`src/rtl/mealey_win_types.sv`:
```
// Shared record type, constants and helpers for the Mealy window statistics block.
// Field avg exists only when MEALEY_WIN_AVG_EN is defined.
package mealey_win_types;

  typedef struct packed {
    logic signed [8:0] delta;
    logic signed [8:0] max;
    logic signed [8:0] min;
`ifdef MEALEY_WIN_AVG_EN
    logic signed [8:0] avg;
`endif
  } win_rec_t;

  localparam logic [7:0] DROP_MAX = 8'd255;

  function automatic logic [7:0] sat_inc8(input logic [7:0] v);
    if (v == DROP_MAX) begin
      return v;
    end else begin
      return v + 8'd1;
    end
  endfunction

endpackage

```
`src/rtl/mealey_rec_fifo.sv`:
```
// Synchronous record FIFO; a push while full is accepted when a pop happens in the same cycle.
// The head record is held in its own register so the outputs never see the write port.
module mealey_rec_fifo
  import mealey_win_types::*;
#(
  parameter int DEPTH = 2
) (
  input  logic     system1000,
  input  logic     system1000_rstn,
  input  logic     push,
  input  win_rec_t push_data,
  input  logic     pop,
  output logic     full,
  output logic     empty,
  output logic     valid,
  output win_rec_t head
);

  localparam int PTR_W = $clog2(DEPTH);
  localparam int CNT_W = $clog2(DEPTH) + 1;

  if (DEPTH < 2 || (DEPTH & (DEPTH - 1)) != 0) begin : g_bad_depth
    $error("mealey_rec_fifo: DEPTH must be a power of two and at least 2");
  end

  win_rec_t         mem_r [DEPTH];
  logic [PTR_W-1:0] rd_ptr_r;
  logic [PTR_W-1:0] wr_ptr_r;
  logic [CNT_W-1:0] count_r;
  logic             valid_r;
  win_rec_t         head_r;

  logic             pop_s;
  logic             push_s;
  logic [CNT_W-1:0] count_s;
  logic [CNT_W-1:0] remain_s;
  logic [PTR_W-1:0] rd_ptr_s;
  win_rec_t         head_s;

  assign full  = (count_r == CNT_W'(DEPTH));
  assign empty = (count_r == {CNT_W{1'b0}});
  assign valid = valid_r;
  assign head  = head_r;

  // Accept/retire decisions and the next head value.
  always_comb begin
    pop_s    = pop && !empty;
    push_s   = push && (!full || pop_s);
    remain_s = count_r - CNT_W'(pop_s);
    count_s  = remain_s + CNT_W'(push_s);
    if (pop_s) begin
      rd_ptr_s = rd_ptr_r + PTR_W'(1);
    end else begin
      rd_ptr_s = rd_ptr_r;
    end
    // With nothing left after the pop, a pushed record becomes the head directly.
    if (remain_s == {CNT_W{1'b0}}) begin
      if (push_s) begin
        head_s = push_data;
      end else begin
        head_s = head_r;
      end
    end else begin
      head_s = mem_r[rd_ptr_s];
    end
  end

  // Storage, pointers, occupancy and head register.
  always_ff @(posedge system1000) begin
    if (!system1000_rstn) begin
      for (int i = 0; i < DEPTH; i++) begin
        mem_r[i] <= '0;
      end
      rd_ptr_r <= {PTR_W{1'b0}};
      wr_ptr_r <= {PTR_W{1'b0}};
      count_r  <= {CNT_W{1'b0}};
      valid_r  <= 1'b0;
      head_r   <= '0;
    end else begin
      if (push_s) begin
        mem_r[wr_ptr_r] <= push_data;
        wr_ptr_r        <= wr_ptr_r + PTR_W'(1);
      end
      rd_ptr_r <= rd_ptr_s;
      count_r  <= count_s;
      valid_r  <= (count_s != {CNT_W{1'b0}});
      head_r   <= head_s;
    end
  end

endmodule

```
`src/rtl/mealey_window_stats.sv`:
```
// Windowed delta/max/min statistics over the Mealy accumulator's running sum.
// Define MEALEY_WIN_AVG_EN to add rec_avg_o (delta >>> log2(WINDOW)).
module mealey_window_stats
  import mealey_win_types::*;
#(
  parameter int WINDOW = 8,
  parameter int DEPTH  = 2
) (
  input  logic              system1000,
  input  logic              system1000_rstn,
  input  logic signed [8:0] sum_i,
  input  logic              clear_i,
  output logic              rec_valid_o,
  input  logic              rec_ready_i,
  output logic signed [8:0] rec_delta_o,
  output logic signed [8:0] rec_max_o,
  output logic signed [8:0] rec_min_o,
`ifdef MEALEY_WIN_AVG_EN
  output logic signed [8:0] rec_avg_o,
`endif
  output logic [7:0]        drop_cnt_o
);

  localparam int CNT_W = $clog2(WINDOW);
  localparam logic [CNT_W-1:0] LAST = CNT_W'(WINDOW - 1);

  if (WINDOW < 2 || WINDOW > 256) begin : g_bad_window
    $error("mealey_window_stats: WINDOW must be in 2..256");
  end
`ifdef MEALEY_WIN_AVG_EN
  if ((1 << CNT_W) != WINDOW) begin : g_bad_avg_window
    $error("mealey_window_stats: WINDOW must be a power of two when averaging");
  end
`endif

  logic [CNT_W-1:0]  cnt_r;
  logic signed [8:0] base_r;
  logic signed [8:0] cur_max_r;
  logic signed [8:0] cur_min_r;
  logic [7:0]        drop_cnt_r;

  logic              win_end_s;
  logic signed [8:0] win_max_s;
  logic signed [8:0] win_min_s;
  logic              pop_s;
  logic              push_s;
  logic              drop_s;
  logic              full_s;
  logic              empty_s;
  win_rec_t          rec_s;
  win_rec_t          head_s;

  // Running extremes including the current sample, and the candidate record.
  always_comb begin
    win_end_s = (cnt_r == LAST);
    if (cnt_r == {CNT_W{1'b0}}) begin
      win_max_s = sum_i;
      win_min_s = sum_i;
    end else begin
      win_max_s = (sum_i > cur_max_r) ? sum_i : cur_max_r;
      win_min_s = (sum_i < cur_min_r) ? sum_i : cur_min_r;
    end
    rec_s       = '0;
    rec_s.delta = sum_i - base_r;
    rec_s.max   = win_max_s;
    rec_s.min   = win_min_s;
`ifdef MEALEY_WIN_AVG_EN
    rec_s.avg   = rec_s.delta >>> CNT_W;
`endif
    pop_s  = rec_ready_i && !empty_s;
    push_s = win_end_s && !clear_i;
    drop_s = push_s && full_s && !pop_s;
  end

  // Window position, base and extreme tracking; clear restarts the window from this sample.
  always_ff @(posedge system1000) begin
    if (!system1000_rstn) begin
      cnt_r     <= {CNT_W{1'b0}};
      base_r    <= 9'sd0;
      cur_max_r <= 9'sd0;
      cur_min_r <= 9'sd0;
    end else if (clear_i) begin
      cnt_r     <= {CNT_W{1'b0}};
      base_r    <= sum_i;
      cur_max_r <= cur_max_r;
      cur_min_r <= cur_min_r;
    end else begin
      cur_max_r <= win_max_s;
      cur_min_r <= win_min_s;
      if (win_end_s) begin
        cnt_r  <= {CNT_W{1'b0}};
        base_r <= sum_i;
      end else begin
        cnt_r  <= cnt_r + CNT_W'(1);
        base_r <= base_r;
      end
    end
  end

  // Saturating count of records lost to a full FIFO.
  always_ff @(posedge system1000) begin
    if (!system1000_rstn) begin
      drop_cnt_r <= 8'd0;
    end else if (drop_s) begin
      drop_cnt_r <= sat_inc8(drop_cnt_r);
    end else begin
      drop_cnt_r <= drop_cnt_r;
    end
  end

  mealey_rec_fifo #(
    .DEPTH (DEPTH)
  ) u_fifo (
    .system1000      (system1000),
    .system1000_rstn (system1000_rstn),
    .push            (push_s),
    .push_data       (rec_s),
    .pop             (pop_s),
    .full            (full_s),
    .empty           (empty_s),
    .valid           (rec_valid_o),
    .head            (head_s)
  );

  assign rec_delta_o = head_s.delta;
  assign rec_max_o   = head_s.max;
  assign rec_min_o   = head_s.min;
`ifdef MEALEY_WIN_AVG_EN
  assign rec_avg_o   = head_s.avg;
`endif
  assign drop_cnt_o  = drop_cnt_r;

endmodule

```
`config.mk`:
```
export PLATFORM = sky130hd
export DESIGN_NAME = mealey_window_stats
export DESIGN_NICKNAME = d
export VERILOG_FILES = /design/src/rtl/mealey_win_types.sv /design/src/rtl/mealey_rec_fifo.sv /design/src/rtl/mealey_window_stats.sv
export SDC_FILE = /design/constraint.sdc
export NUM_CORES = 1
export LEC_CHECK = 0
export CAP_MARGIN = 20
export CORE_ASPECT_RATIO = 0.7
export CORE_UTILIZATION = 45
export DETAILED_ROUTE_END_ITERATION = 6
export RECOVER_POWER = 25
export SKIP_LAST_GASP = 1
export SYNTH_ARGS = -nofsm -noshare
export SYNTH_HDL_FRONTEND = slang
export SYNTH_HIERARCHICAL = 1
export SYNTH_SLANG_ARGS = --single-unit
```
`constraint.sdc`:
```
create_clock -name system1000 -period 4.45 [get_ports system1000]
set_input_delay 0.89 -clock system1000 [delete_from_list [all_inputs] [get_ports system1000]]
set_output_delay 0.89 -clock system1000 [all_outputs]
set_load 0.02 [all_outputs]
```
==> impl_metrics.py, run 1 <==
# Physical implementation metrics
metrics = {
    "run_status": {
        "violations": "capacitance limit, slew limit",
        "outcome": "finished with violations",
    },
    "die": {
        "pin_count": 49,
        "chip_area_mm2": 0.0156,
        "placementRows": 37,
        "dieWidth_um": 149,
        "fp_util": 0.461,
    },
    "global_route": {
        "antenna_found_initial": 0,
        "overflow": 0,
        "grt_pass1_vias": 4773,
        "grt_usage": 0.220,
        "grt_pass1_wl_um": 25800,
        "grt_start_max_net_pins": 55,
    },
    "finish": {
        "layout.nets": 751,
        "logic_area_mm2": 0.00344,
        "lay_top_cells": "120 x mux2i_1, 69 x dfxtp_1, 63 x and2_1",
        "flop_area_mm2": 0.00302,
        "syn2layout_area_growth_pct": 18.1,
        "lay_top_count": "mux2i_1",
        "n_antenna_cell": 0,
    },
    "sta": {
        "tns_ns": 0,
        "period_used_share": 0.751,
        "setup_viol": 0,
        "slew_headroom": -0.0790,
        "finalClockSkew_ns": 0.0112,
        "slew_viol_final": 39,
        "timing.final.crit_period_ns": 3.34,
        "finalWorstSetupSlack_ns": 1.11,
        "worst_pin_slew_ns": 1.62,
        "fmax_mhz": 299,
    },
    "setup_path": {
        "critical_path.startpoint_type": "input port",
        "max_stage_delay_ns": 0.61,
        "cp-end-kind": "flip-flop",
        "cp_max_fo": 5,
        "cp.required_ns": 4.78,
        "path_cells": "clkdlybuf4s50_1 -> inv_1 -> ha_1 -> fa_1 -> nor2b_1 -> o21ai_0 -> a21boi_0 -> o21ai_0 -> nor2b_1 -> xnor2_1 -> mux2i_1 -> a21oi_1",
        "crit_slowest_cell": "clkdlybuf4s50_1",
        "critical_path_arrival_ns": 3.67,
        "reg2reg_slack_ns": 1.78,
    },
    "placement": {
        "pre_cts_slack_ns": 0.753,
        "port_buffers": 48,
        "routabilityCongestion": 0.835,
        "dp_hpwl_um": 10600,
    },
    "routing": {
        "wirelength_um": 16300,
        "via_count": 4864,
        "viasPerCell": 5.32,
        "dr.pass1.iters": 4,
        "drtIter0Drc": 333,
        "drc_errors": 0,
    },
    "yosys": {
        "synth-seq-area-share": 0.445,
        "synth_area_mm2": 0.00679,
        "ys_ff": 124,
        "synthArstFlopShare": 0,
        "edf_count": 54,
        "yosys_warnings": 6,
        "synth_nets": 704,
        "ys_area_mm2": 0.00679,
        "mux_area_frac": 0.200,
        "compound_area_frac": 0.0914,
        "top_logic_kind": "multiplexers",
        "simple_gate_area_frac": 0.135,
        "xor_area_frac": 0.0181,
        "flop_cell": "dfxtp_1",
        "syn_inst": 659,
    },
    "clocking": {
        "cts.clk_slew.worst_paths_ns": 0.06,
        "cts_hold_buf": 0,
        "ctsResizeCount": 0,
        "insertion_delay_ns": 0.42,
        "cts_setup_buffers": 0,
        "cts_buffers": 17,
        "clock_sinks": 124,
    },
    "power": {
        "power_leakage_nw": 3.00,
        "ir_drop_uv": 271,
        "power_density_mw_per_mm2": 355,
        "finalPower_mw": 2.85,
    },
    "run": {
        "maxCapViolations": 1,
    },
    "worst_hold_path": {
        "hold_class": "flip-flop to flip-flop",
    },
}
## run 1: final timing paths
check        cells after the start                  end  startpoint
min reg2reg                      2            base_r[7]   base_r[7]
max reg2reg                      8  u_fifo/mem_r[1][26]    cnt_r[0]
max                             12      u_fifo/head[24]    sum_i[0]
min                              2            base_r[7]   base_r[7]
## run 1: worst max-delay path, delay by kind of cell
family	cells	cell delay, ns
adder cells (fa/ha/maj)	2	0.67
AND/OR/NAND/NOR	2	0.30
AND-OR/OR-AND	4	0.69
buffers and inverters	2	0.76
XOR/XNOR	1	0.23
multiplexers	1	0.12
## run 1: kinds of logic (layout without fill, tap and decap cells)
family,Yosys count,after routing
flip-flops,124,124
AND/OR/NAND/NOR,172,172
multiplexers,134,134
buffers and inverters,73,133
adder cells (fa/ha/maj),32,32
AND-OR/OR-AND,110,110
XOR/XNOR,14,14
## run 1: area by class of cell
type / instances / share of cell area
Clock buffer: 18 / 0.0535
Clock inverter: 14 / 0.0182
Multi-Input combinational cell: 462 / 0.428
Tap cell: 195 / 0.0304
Timing Repair Buffer: 64 / 0.0756
Sequential cell: 124 / 0.377
Inverter: 37 / 0.0173
## run 1: layer usage
metal	wire, um	vias up	global-route usage
li1	-	2407	-
met1	8300	2343	0.315
met2	7130	110	0.340
met3	801	4	0.0358
met4	64	0	0.0627
met5	0	-	0
## run 1: power by group
| part | internal, mW | switching [mW] |
|---|---|---|
| sequential | 1.22 | 0.0216 |
| clock | 0.824 | 0.528 |
| combinational | 0.101 | 0.152 |
## run 1: sequential cells by signal, summed over array words and instances, names as in the netlist
name / cells
base_r: 9
cnt_r: 3
cur_max_r: 9
cur_min_r: 9
drop_cnt_o: 8
u_fifo/count_r: 2
u_fifo/head: 27
u_fifo/mem_r: 54
u_fifo/rd_ptr_r: 1
u_fifo/valid: 1
u_fifo/wr_ptr_r: 1
## run 1: cells in the mapped netlist, types with 12 or more instances
library cell and number:
mux2_2 14, nand2_1 50, inv_1 35, a21boi_0 13
mux2i_1 120, clkbuf_1 19, ha_1 31, o21ai_0 48
edfxtp_1 54, and2_1 64, a21oi_1 38, nor2_1 12
dfxtp_1 70
## run 1: through the flow
step,instance area [um2],std cells
after floorplan,6790,659
after global placement,7450,882
after detailed placement,7450,882
after CTS,8030,914
after global routing,8030,914
final,8030,914
Run 1, placed cells, one color a class:
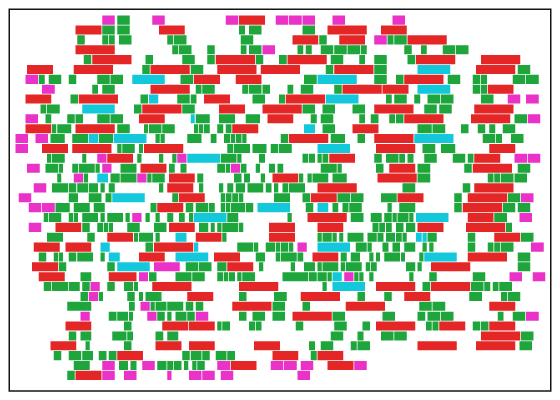
| class | color | cells |
|---|---|---|
| remaining buffers and delay cells | magenta | 64 |
| clock drivers and dummy loads | cyan | 32 |
| sequential cells | red | 124 |
| remaining logic cells | green | 499 |

Run 1, wiring by layer:
Bar = 50 um.
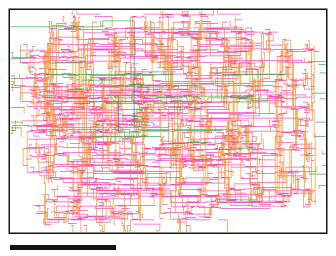
| layer | color | wire length |
|---|---|---|
| M3 | green | 802 um |
| M4 | blue | 64.6 um |
| M1 | magenta | 8300 um |
| M2 | orange | 7130 um |

Run 1, congestion heat map:
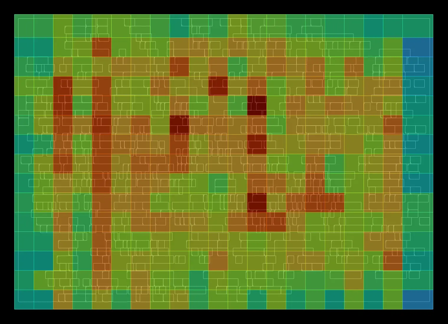
met1 Use GR: 0.315
M2 GR Usage: 0.340
Final Util: 0.545
met3 Use GR: 0.0358

Run 1, wiring heat map:
Bar = 50 um. The die is cut into 30 by 21 equal tiles; dark blue is low, red is high, scaled to the fullest tile. Values are wire area over tile area, all layers added.
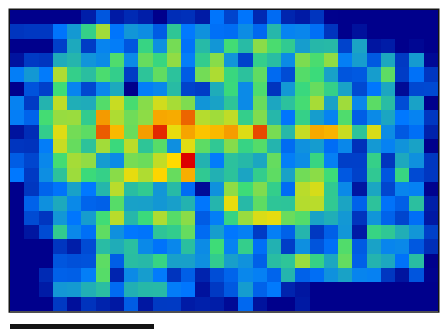

==> run 2: changes to the inputs <==
==> constraint.sdc (replaced) <==
create_clock -name system1000 -period 3.35 [get_ports system1000]
set_input_delay 0.67 -clock system1000 [delete_from_list [all_inputs] [get_ports system1000]]
set_output_delay 0.67 -clock system1000 [all_outputs]
set_load 0.02 [all_outputs]
Run 2, wiring heat map:
Bar = 50 um. The die is cut into 30 by 21 equal tiles; dark blue is low, red is high, scaled to the fullest tile. Values are wire area over tile area, all layers added.
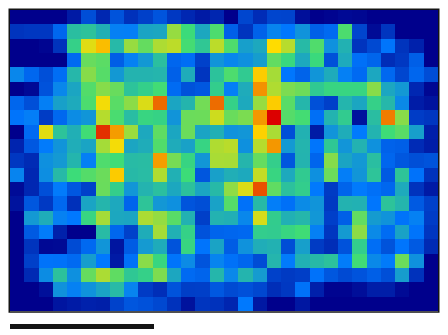
tiles over half the peak: 18%
densest ninth of the die: center
nearly empty tiles: 9.5%
fullest tile: 0.52

==> impl_metrics.py, run 2 <==
# Physical implementation metrics
metrics = {
    "run_status": {
        "outcome": "finished clean",
    },
    "routing": {
        "via_count": 4948,
        "drtIter0Drc": 290,
        "routedWlPerCell_um": 17.4,
        "viasPerCell": 5.33,
        "drc_errors": 0,
        "wirelength_um": 16100,
        "dr.pass1.iters": 5,
        "detail-route-antenna-nets": 0,
    },
    "power": {
        "power_leakage_nw": 3.06,
        "p_comb_frac": 0.092,
        "ir_drop_uv": 358,
        "p_int_mw": 3.00,
        "swShare": 0.230,
        "finalPower_mw": 3.90,
        "power_density_mw_per_mm2": 477,
        "pwr-share-clk": 0.485,
        "power_switching_mw": 0.897,
        "power_frac_seq": 0.424,
    },
    "setup_path": {
        "cp.required_ns": 3.52,
        "critical_path_arrival_ns": 3.20,
        "r2r_end": "u_fifo/mem_r[0][5]",
        "path_cells": "clkdlybuf4s50_1 -> ha_1 -> nand2_1 -> o21ai_0 -> a211oi_2 -> nor2b_1 -> o21a_1 -> mux2_2 -> and2_1",
        "rr_worst_depth": 9,
        "crit_type": "input port to flip-flop",
        "crit_slowest_cell": "clkdlybuf4s50_1",
        "max_stage_delay_ns": 0.51,
        "cp_max_fo": 8,
        "cp-end-kind": "flip-flop",
        "reg2reg_slack_ns": 0.66,
        "critical_path.startpoint_type": "input port",
        "r2r-start": "cur_min_r[2]",
    },
    "die": {
        "placementRows": 37,
        "core-area_mm2": 0.0147,
        "die_h_um": 105,
        "fp_util": 0.461,
        "chip_area_mm2": 0.0156,
        "pin_count": 49,
        "dieWidth_um": 149,
    },
    "yosys": {
        "synthDistinctLibCells": 41,
        "ys_ff": 124,
        "synthArstFlopShare": 0,
        "ys_area_mm2": 0.00679,
        "top_cell": "mux2i_1",
        "top_cells_by_area": "edfxtp_1 24%, dfxtp_1 21%, mux2i_1 18%, and2_1 5.9%, ha_1 5.7%",
        "edf_count": 54,
        "largest_area_cell": "edfxtp_1",
        "top_cells_by_count": "120 x mux2i_1, 70 x dfxtp_1, 64 x and2_1, 54 x edfxtp_1, 50 x nand2_1",
        "syn_inst": 659,
        "flop_cell": "dfxtp_1",
        "simple_gate_area_frac": 0.135,
        "adder_share": 0.0600,
        "top_cell_area_share": 0.239,
        "xor_area_frac": 0.0181,
        "syn_avg_cell_area_um2": 10.3,
        "top_logic_kind": "multiplexers",
        "mux_area_frac": 0.200,
        "synth_nets": 704,
        "yosys_warnings": 6,
        "synth_area_mm2": 0.00679,
        "ys_cells": 659,
        "synth-seq-area-share": 0.445,
        "compound_area_frac": 0.0914,
    },
    "finish": {
        "largest_reg_flops": 54,
        "fin_area_mm2": 0.00817,
        "fin_util": 0.555,
        "syn2layout_area_growth_pct": 20.2,
        "lay_top_cells": "120 x mux2i_1, 69 x dfxtp_1, 61 x and2_1",
        "drive_gt1_frac": 0.108,
        "lay_top_count": "mux2i_1",
        "n_antenna_cell": 0,
        "nFillCells": 1270,
        "layout.nets": 765,
        "largest_register": "u_fifo/mem_r",
    },
    "clocking": {
        "cts_tree": "done",
        "ctsResizeCount": 0,
        "cts_hold_buf": 0,
        "cts_buffer_depth": 2,
        "htree_levels": 4,
        "cts_buffers": 17,
        "clock_sinks": 124,
        "cts_setup_buffers": 0,
        "clock-root-buffer": "clkbuf_16",
        "cts.clk_slew.worst_paths_ns": 0.06,
        "insertion_delay_ns": 0.41,
    },
    "run": {
        "maxCapViolations": 0,
        "warnings": 27,
    },
    "placement": {
        "dp_hpwl_um": 10900,
        "placed_cell_area_mm2": 0.00757,
        "port_buffers": 48,
        "routabilityCongestion": 0.864,
    },
    "sta": {
        "slew_headroom": 0.427,
        "hold_viol_final": 0,
        "timing.final.crit_period_ns": 3.03,
        "slew_viol_final": 0,
        "worst_pin_slew_ns": 0.856,
        "fmax_mhz": 330,
        "rsz0062_at_grt": "false",
        "finalClockSkew_ns": 0.00692,
        "setup_viol": 0,
        "period_used_share": 0.905,
    },
    "worst_hold_path": {
        "min_path_cells": 2,
        "min_to": "base_r[2]",
        "hold_class": "flip-flop to flip-flop",
        "worstHoldStart": "base_r[2]",
    },
    "global_route": {
        "grt_start_max_net_pins": 57,
        "grt_pass1_wl_um": 25600,
        "antenna_found_initial": 0,
        "grt_pass1_vias": 4664,
        "overflow": 0,
        "grt_usage": 0.219,
    },
}
run 2: cell counts after synthesis:
Identical to the previous run, type by type.
run 2: worst max-delay path, delay by kind of cell:
family | cells | cell delay [ns]
muxes | 1 | 0.43
AOI/OAI and AO/OA | 3 | 0.92
buffers and inverters | 1 | 0.51
adders and majority gates | 1 | 0.33
and+or+nand+nor | 3 | 0.32
run 2: cell type report:
cell class,count,area (um2),share of cell area
Multi-Input combinational cell,462,3420,0.419
Sequential cell,124,3020,0.370
Timing Repair Buffer,78,732,0.0896
Clock buffer,18,429,0.0525
Tap cell,195,244,0.0299
Clock inverter,14,176,0.0216
Inverter,37,139,0.0170
run 2: worst max-delay path by stage:
stage,startpoint,endpoint,slack (ns),cells after the start
finish,sum_i[1],u_fifo/mem_r[0][5],0.32,9
global route,sum_i[2],u_fifo/mem_r[1][7],0.14,9
CTS,sum_i[2],cur_min_r[4],0.33,8
detailed placement,sum_i[1],u_fifo/mem_r[0][5],-0.07,9
global placement,sum_i[2],u_fifo/mem_r[1][5],-0.11,9
floorplan,rec_ready_i,u_fifo/mem_r[0][0],0.70,5
run 2: logic make-up after synthesis:
family / after synthesis
muxes: 134
buffers and inverters: 73
adders and majority gates: 32
AOI/OAI and AO/OA: 110
xor gates and xnor gates: 14
DFF: 124
and+or+nand+nor: 172
run 2: metal layers:
layer | vias up | wire length, um | share of wire | global-route usage
li1 | 2434 | - | - | -
met1 | 2404 | 8470 | 0.53 | 0.330
met2 | 96 | 6920 | 0.43 | 0.321
met3 | 14 | 560 | 0.035 | 0.0371
met4 | 0 | 172 | 0.011 | 0.0561
met5 | - | 0 | 0 | 0
run 2: power by group through the flow:
stage	Sequential, mW	Clock, mW	Combinational [mW]
floorplan	1.67	0	0.224
global placement	1.68	0	0.348
detailed placement	1.68	0	0.354
CTS	1.65	1.91	0.358
global route	1.66	1.98	0.399
finish	1.65	1.89	0.357
run 2: per-stage QoR:
stage	setup slack (ns)	std cells	hold WS [ns]	TNS (ns)
final	0.317	928	0.463	0
after detailed placement	-0.0707	895	0.455	-1.04
after global placement	-0.109	895	0.453	-1.84
after floorplan	0.704	659	0.441	0
after global routing	0.138	928	0.496	0
after CTS	0.327	927	0.467	0
Power and IR drop assume default switching activity.
